--- src/rtl/mac_inverse_divider_pkg.sv ---
// Shared constants and state type for the multiply-add inverse divider.
package mac_inverse_divider_pkg;

    localparam int unsigned WIDTH     = 8;
    localparam int unsigned OUT_WIDTH = 16;
    localparam int unsigned CNT_W     = $clog2(OUT_WIDTH);

    typedef enum logic [1:0] {
        IDLE = 2'd0,
        RUN  = 2'd1,
        DONE = 2'd2
    } div_state_t;

endpackage

--- src/rtl/mac_inverse_divider_div_step.sv ---
// One restoring-division step: shift in a dividend bit, subtract the divisor when it fits.
module div_step #(
    parameter int unsigned WIDTH = 8
) (
    input  logic [WIDTH-1:0] pr,
    input  logic             data_bit,
    input  logic [WIDTH-1:0] divisor,
    output logic [WIDTH-1:0] pr_next,
    output logic             q_bit
);

    logic [WIDTH:0] cand;

    // With a nonzero divisor the result is always < divisor, so WIDTH bits suffice;
    // a zero divisor just shifts the dividend through.
    always_comb begin
        cand    = {pr, data_bit};
        q_bit   = (cand >= {1'b0, divisor});
        pr_next = q_bit ? WIDTH'(cand - {1'b0, divisor}) : WIDTH'(cand);
    end

endmodule

--- src/rtl/mac_inverse_divider.sv ---
// Sequential restoring divider recovering A and C from A*B + C, one quotient bit per clock.
// Optional macro DIV_ZERO_DETECT_EN: zero divisor short-circuits to DONE and raises err.
module mac_inverse_divider #(
    parameter int unsigned WIDTH     = mac_inverse_divider_pkg::WIDTH,
    parameter int unsigned OUT_WIDTH = mac_inverse_divider_pkg::OUT_WIDTH
) (
    input  logic                 clk,
    input  logic                 rst_n,
    input  logic                 start,
    input  logic [OUT_WIDTH-1:0] dividend,
    input  logic [WIDTH-1:0]     divisor,
    output logic                 busy,
    output logic                 done,
    output logic [OUT_WIDTH-1:0] quotient,
    output logic [WIDTH-1:0]     remainder,
    output logic                 err
);

    import mac_inverse_divider_pkg::*;

    localparam int unsigned CNT_BITS = (OUT_WIDTH > 1) ? $clog2(OUT_WIDTH) : 1;

    div_state_t            state_q, state_d;
    logic [CNT_BITS-1:0]   cnt_q, cnt_d;
    logic [OUT_WIDTH-1:0]  work_q, work_d;
    logic [WIDTH-1:0]      pr_q, pr_d;
    logic [WIDTH-1:0]      dvs_q, dvs_d;
    logic                  busy_q, busy_d;
    logic                  done_q, done_d;
    logic                  err_q, err_d;
    logic [WIDTH-1:0]      step_pr;
    logic                  step_q;

    // work_q holds the unconsumed dividend bits on top and collects quotient bits at the bottom
    div_step #(.WIDTH(WIDTH)) u_step (
        .pr       (pr_q),
        .data_bit (work_q[OUT_WIDTH-1]),
        .divisor  (dvs_q),
        .pr_next  (step_pr),
        .q_bit    (step_q)
    );

    always_ff @(posedge clk or negedge rst_n) begin
        if (!rst_n) begin
            state_q <= IDLE;
            cnt_q   <= '0;
            work_q  <= '0;
            pr_q    <= '0;
            dvs_q   <= '0;
            busy_q  <= 1'b0;
            done_q  <= 1'b0;
            err_q   <= 1'b0;
        end else begin
            state_q <= state_d;
            cnt_q   <= cnt_d;
            work_q  <= work_d;
            pr_q    <= pr_d;
            dvs_q   <= dvs_d;
            busy_q  <= busy_d;
            done_q  <= done_d;
            err_q   <= err_d;
        end
    end

    always_comb begin
        state_d = state_q;
        cnt_d   = cnt_q;
        work_d  = work_q;
        pr_d    = pr_q;
        dvs_d   = dvs_q;
`ifdef DIV_ZERO_DETECT_EN
        err_d   = err_q;
`else
        err_d   = 1'b0;
`endif

        case (state_q)
            IDLE, DONE: begin
                if (start) begin
                    work_d  = dividend;
                    dvs_d   = divisor;
                    pr_d    = '0;
                    cnt_d   = CNT_BITS'(OUT_WIDTH - 1);
                    err_d   = 1'b0;
                    state_d = RUN;
`ifdef DIV_ZERO_DETECT_EN
                    if (divisor == '0) begin
                        work_d  = '1;
                        pr_d    = dividend[WIDTH-1:0];
                        err_d   = 1'b1;
                        state_d = DONE;
                    end
`endif
                end else if (state_q == DONE) begin
                    state_d = IDLE;
                end
            end
            RUN: begin
                work_d = {work_q[OUT_WIDTH-2:0], step_q};
                pr_d   = step_pr;
                cnt_d  = cnt_q - CNT_BITS'(1);
                if (cnt_q == '0) begin
                    state_d = DONE;
                end
            end
            default: state_d = IDLE;
        endcase

        busy_d = (state_d == RUN);
        done_d = (state_d == DONE);
    end

    assign busy      = busy_q;
    assign done      = done_q;
    assign quotient  = work_q;
    assign remainder = pr_q;
    assign err       = err_q;

endmodule

--- config.mk ---
export PLATFORM = sky130hd
export DESIGN_NAME = mac_inverse_divider
export DESIGN_NICKNAME = d
export VERILOG_FILES = /design/src/rtl/mac_inverse_divider_pkg.sv /design/src/rtl/mac_inverse_divider_div_step.sv /design/src/rtl/mac_inverse_divider.sv
export SDC_FILE = /design/constraint.sdc
export NUM_CORES = 1
export LEC_CHECK = 0
export CORE_UTILIZATION = 46
export CTS_BUF_LIST = sky130_fd_sc_hd__clkbuf_8
export DETAILED_ROUTE_END_ITERATION = 7
export PLACE_DENSITY = 0.78
export SLEW_MARGIN = 20
export SYNTH_ARGS = -nofsm -noshare
export SYNTH_HDL_FRONTEND = slang
export SYNTH_SLANG_ARGS = --single-unit
--- constraint.sdc ---
create_clock -name clk -period 1.69 [get_ports clk]
set_clock_uncertainty 0.05 [all_clocks]
set_input_delay 0.2535 -clock clk [delete_from_list [all_inputs] [get_ports clk]]
set_output_delay 0.2535 -clock clk [all_outputs]
set_load 0.01 [all_outputs]
Fig. 1: run 1, cells colored by class
Fill, decap, tap and diode cells in gray.
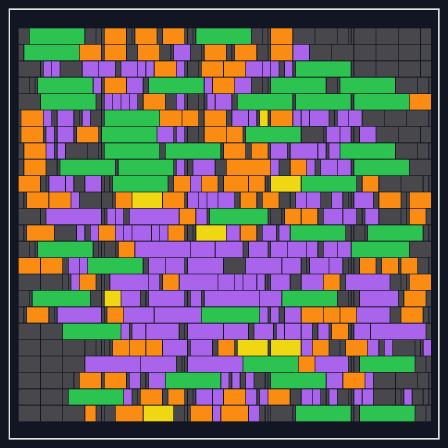
| class | color | cells |
|---|---|---|
| remaining buffers and delay cells | orange | 90 |
| registers | green | 40 |
| clock drivers and dummy loads | yellow | 8 |
| remaining logic cells | purple | 169 |

Fig. 2: run 1, signal wires on met3
Bar = 20 µm.
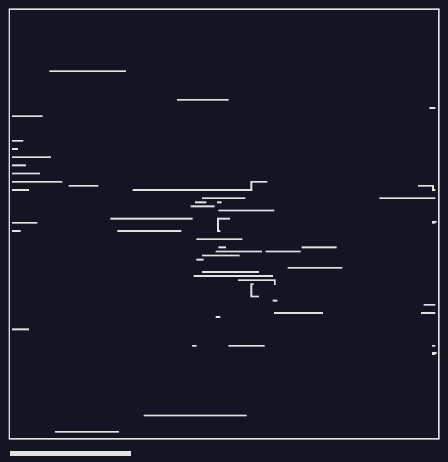
wire length on this layer: 270 µm
share of all routed wire: 4.5%
nets with wire on the layer: 39

Fig. 3: run 1, placed standard cells
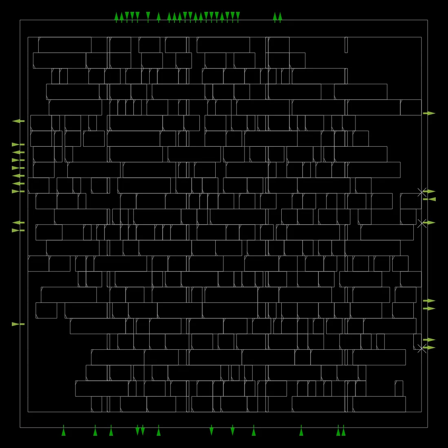
# fillers: 314
area of the core: 4470 µm²
number of tap instances: 52
number of placement rows: 24
final design utilization: 72.9%

Fig. 4: run 1, the metal 2 layer
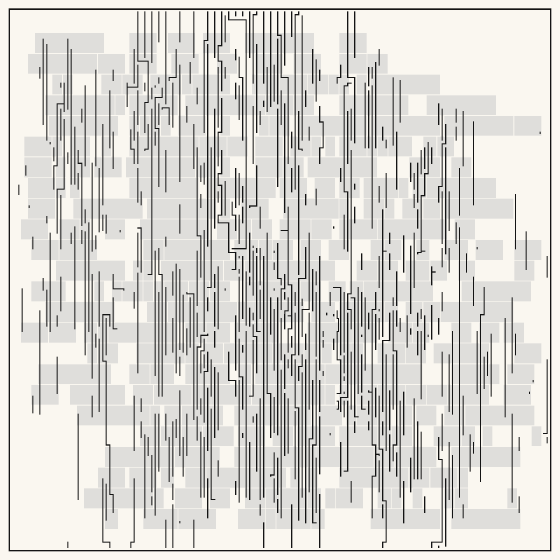
main direction: vertical
wire length on this layer: 3030 µm

==> results_slide.txt, run 1 <==
Key Metrics from the Run

Outcome
  – Status: finished with violations
  – Violated checks: design-rule violations, negative setup slack

Yosys
  – Seq/Total Area, Yosys: 45.7%
  – Count of synthesis-stage warnings from yosys: 0
  – Post-synthesis register bit count: 40
  – Count leader, synth: sky130_fd_sc_hd__nand2_1
  – Area reported by Yosys stat: 2190 µm²
  – XOR/XNOR Fraction of Synth Area: under 10%
  – Number of cells in the yosys synthesis report: 222
  – Unique cell type count in the Yosys netlist: 51
  – Post-synth net total: 259
  – Area fraction in mux cells: 0%
  – Area fraction in compound gates: 21.4%
  – Yosys adder share: 6.06%
  – Cell area leaders: sky130_fd_sc_hd__dfrtp_1 46%, sky130_fd_sc_hd__nand2_1 7.7%, sky130_fd_sc_hd__a22oi_1 5.5%

Floorplanning
  – DIE AREA: 5040 µm²
  – Die outline width: 71.0 µm

Setup path
  – Depth of the worst register-to-register path: 6
  – Reg2Reg Capture Point: remainder[3]
  – Crit end category: flop
  – Maximum fanout count along the critical path: 5
  – Worst endpoint required time: 1.81 ns
  – Data arrival time of the worst path: 2.01 ns
  – Timing endpoint of the critical path: remainder[3]
  – Critical path launch point type: flop
  – Worst path cell trace: ha_4 > and3_4 > nand3_4 > a31oi_4 > nor2_4 > a221o_1
  – Cell with the largest stage delay on the worst path: sky130_fd_sc_hd__dfrtp_2

Finish
  – Most frequent standard cell in the layout excluding fill and tap cells: sky130_fd_sc_hd__clkdlybuf4s50_1
  – Area of the multi-input gates: 1230 µm²

Drt
  – Routed wl met2: slightly above 3000 µm
  – Total DRC errors in the routed layout: 3
  – Iteration-0 DRC count of the detailed router: 136
  – Metal3 WL: 270 µm
  – Via/cell ratio: 5.62
  – Top Metal Used: met4
  – Number of iterations in the first detailed-routing pass: 8

Pwr
  – Combinational group share of total power: between 60 and 70%
  – Overall power after layout: 7.99 mW
  – Leading power group: combinational logic
  – Switch Pwr: 3.39 mW
  – Peak supply drop: 1.36 mV

Global routing
  – GRT met2 Usage: 42.7%
  – Pin count of the biggest net entering global routing: 22
  – Met1 usage: 34.9%
  – Met3 track utilization from global routing: approximately 4.7%

STA
  – RSZ-0062 raised after global routing: yes
  – Total Neg Setup Slack: -1.15 ns
  – Slack of the critical path: -0.197 ns
  – Final tally of max-slew violations: 0
  – Final setup vio count: 9
  – Pin slew with the least headroom to its limit: 0.510 ns
  – Final worst-path cycle share: 112%
  – Hold slack: 0.407 ns

CTS
  – CTS Hold Buffers Added: 1
  – Total CTS buffers: 5
  – Number of levels in the clock H-tree: 2
  – Number of sinks driven by the clock tree: ~40

Placement
  – Pre-CTS worst setup slack: -0.208 ns
  – Tally of buffers added on design ports: approximately 52
  – Post-DP Area: 3020 µm²

Job
  – Maxcap violations: 0
## run 1: registers in the layout, summed over array words and instances (netlist names)
name and cells:
quotient 16, cnt_q 4, done 1, busy 1, state_q 2, remainder 8, dvs_q 8
## run 1: area by class of cell
cell class | count | area share [%]
multi-input combinational | 158 | 37.7
sequential | 40 | 30.9
timing repair buffer | 90 | 25.3
clock buffer | 6 | 2.53
tap | 52 | 1.99
inverter | 11 | 1.27
clock inverter | 2 | 0.345
## run 1: worst max-delay path, delay by kind of cell (launching register included)
family | cells | cell delay [ns]
adder cells (fa/ha/maj) | 1 | 0.27
AND/OR/NAND/NOR | 3 | 0.39
AND-OR/OR-AND | 2 | 0.62
flip-flops | 1 | 0.43
Fig. 5: run 1, nets reached from selected ports
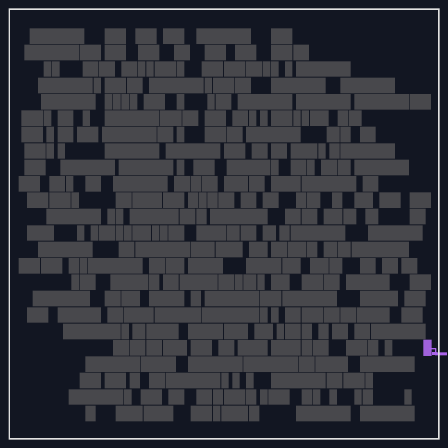

==> inputs of run 2 (changes only) <==
--- a/config.mk
+++ b/config.mk
@@ -5,10 +5,12 @@
 export SDC_FILE = /design/constraint.sdc
 export NUM_CORES = 1
 export LEC_CHECK = 0
-export CORE_UTILIZATION = 46
+export ABC_AREA = 1
+export CAP_MARGIN = 20
+export CORE_UTILIZATION = 47
 export CTS_BUF_LIST = sky130_fd_sc_hd__clkbuf_8
 export DETAILED_ROUTE_END_ITERATION = 7
-export PLACE_DENSITY = 0.78
+export PLACE_DENSITY = 0.79
 export SLEW_MARGIN = 20
 export SYNTH_ARGS = -nofsm -noshare
 export SYNTH_HDL_FRONTEND = slang
Fig. 6: run 2, nets reached from selected ports
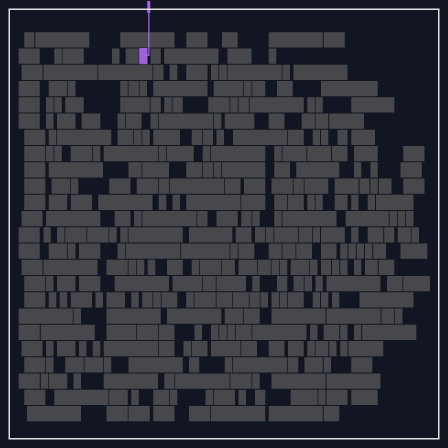
| port | color | bits | direction | edge | end cells | buffers | wire |
|---|---|---|---|---|---|---|---|
| `err` | purple | 1 | output | top | 1 | 0 | 7.80 µm |

Fig. 7: run 2, the metal 2 layer
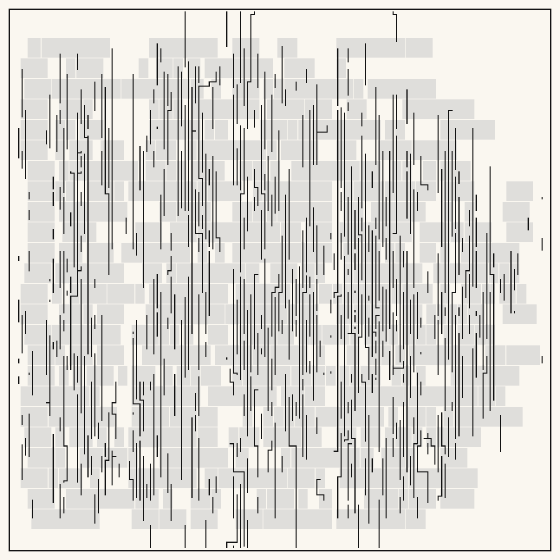
main direction: vertical
nets with wire on the layer: 331
longest straight run: 33.0 µm
share of all routed wire: 51%
GRT met2 Usage: 40.8%
via count: 2113
total detailed-routing wirelength: 5990 µm

Fig. 8: run 2, cells colored by class
Fill, decap, tap and diode cells in gray.
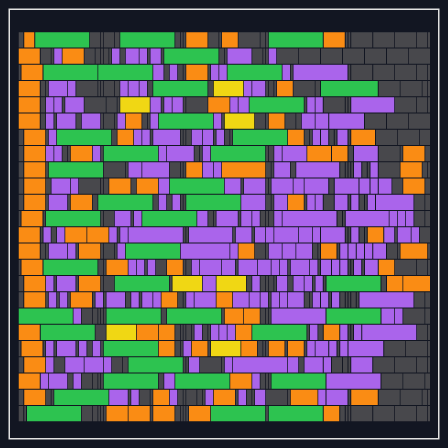
| class | color | cells |
|---|---|---|
| remaining logic cells | purple | 223 |
| remaining buffers and delay cells | orange | 83 |
| clock drivers and dummy loads | yellow | 7 |
| registers | green | 40 |
register fraction of the total cell area: 29.5%
post-route cell area: 3390 µm²
area of the core: 4500 µm²
final design utilization: 75.3%

==> run 2 against run 1 <==
Compared with the run above:
- the flow finishes with violations (negative setup slack)
- sequential cell count unchanged
- area after synthesis grew 4.1%
- wire length rose by 0.30%
- largest power group unchanged
==> results_slide.txt, run 2 <==
Key Metrics from the Run

Yosys
  – Post-synthesis register bit count: 40
  – Post-synth net total: 307
  – Area fraction in compound gates: 9.55%
  – Unique cell type count in the Yosys netlist: 32
  – Count of synthesis-stage warnings from yosys: 0
  – Yosys adder share: 5.82%

Finish
  – Layout sequential cell count: 40
  – Final-layout clock-cell area share: 2.84%
  – Area-dominant cell class after layout: combinational gates
  – Combinational gates: ~180
  – Plain + repair buffers: 83
  – Number of non-clock inverters in the layout: 45

Pwr
  – Overall power after layout: 8.34 mW
  – Combinational group share of total power: 70.5%
  – Peak supply drop: 1.16 mV

Setup path
  – CP Buf/Inv Count: 1
  – Cell with the largest stage delay on the worst path: sky130_fd_sc_hd__dfrtp_1
  – Depth of the worst register-to-register path: 10
  – Maximum fanout count along the critical path: 2
  – Critical path launch point type: flop

Floorplanning
  – Number of placement rows: 24

Outcome
  – Status: finished with violations
  – Violated checks: negative setup slack

STA
  – Pin slew with the least headroom to its limit: about 0.66 ns
  – Slack of the critical path: -0.00218 ns
  – Final setup vio count: 1
  – RSZ-0062 raised after global routing: yes

Placement
  – Tally of buffers added on design ports: 52
  – Pre-CTS worst setup slack: -0.0781 ns
  – Post-DP Area: between 2000 and 3000 µm²

Drt
  – Metal3 WL: roughly 360 µm
  – Iteration-0 DRC count of the detailed router: 127
  – Top Metal Used: met4

Global routing
  – Pin count of the biggest net entering global routing: 31
  – Met1 usage: 29.6%

Job
  – Maxcap violations: 0

CTS
  – Total CTS buffers: 5
  – CTS Hold Buffers Added: 1
## run 2: cell count changes after synthesis, moves of 7 or more
cell,before,now
sky130_fd_sc_hd__nand2_1,45,78
sky130_fd_sc_hd__o221ai_1,1,14
sky130_fd_sc_hd__nand3_1,4,18
sky130_fd_sc_hd__nand2_2,0,7
sky130_fd_sc_hd__inv_1,11,41
sky130_fd_sc_hd__a22oi_1,16,0
## run 2: how the worst max path moves through the flow
stage	to	slack, ns	depth (start not counted)
after floorplan	remainder[4]	0.06	9
after global placement	remainder[4]	-0.08	10
after detailed placement	remainder[7]	-0.08	10
after CTS	remainder[4]	-0.003	9
after global routing	remainder[4]	-0.07	9
final	remainder[6]	-0.002	10
Power is estimated from default activity; no workload was simulated.
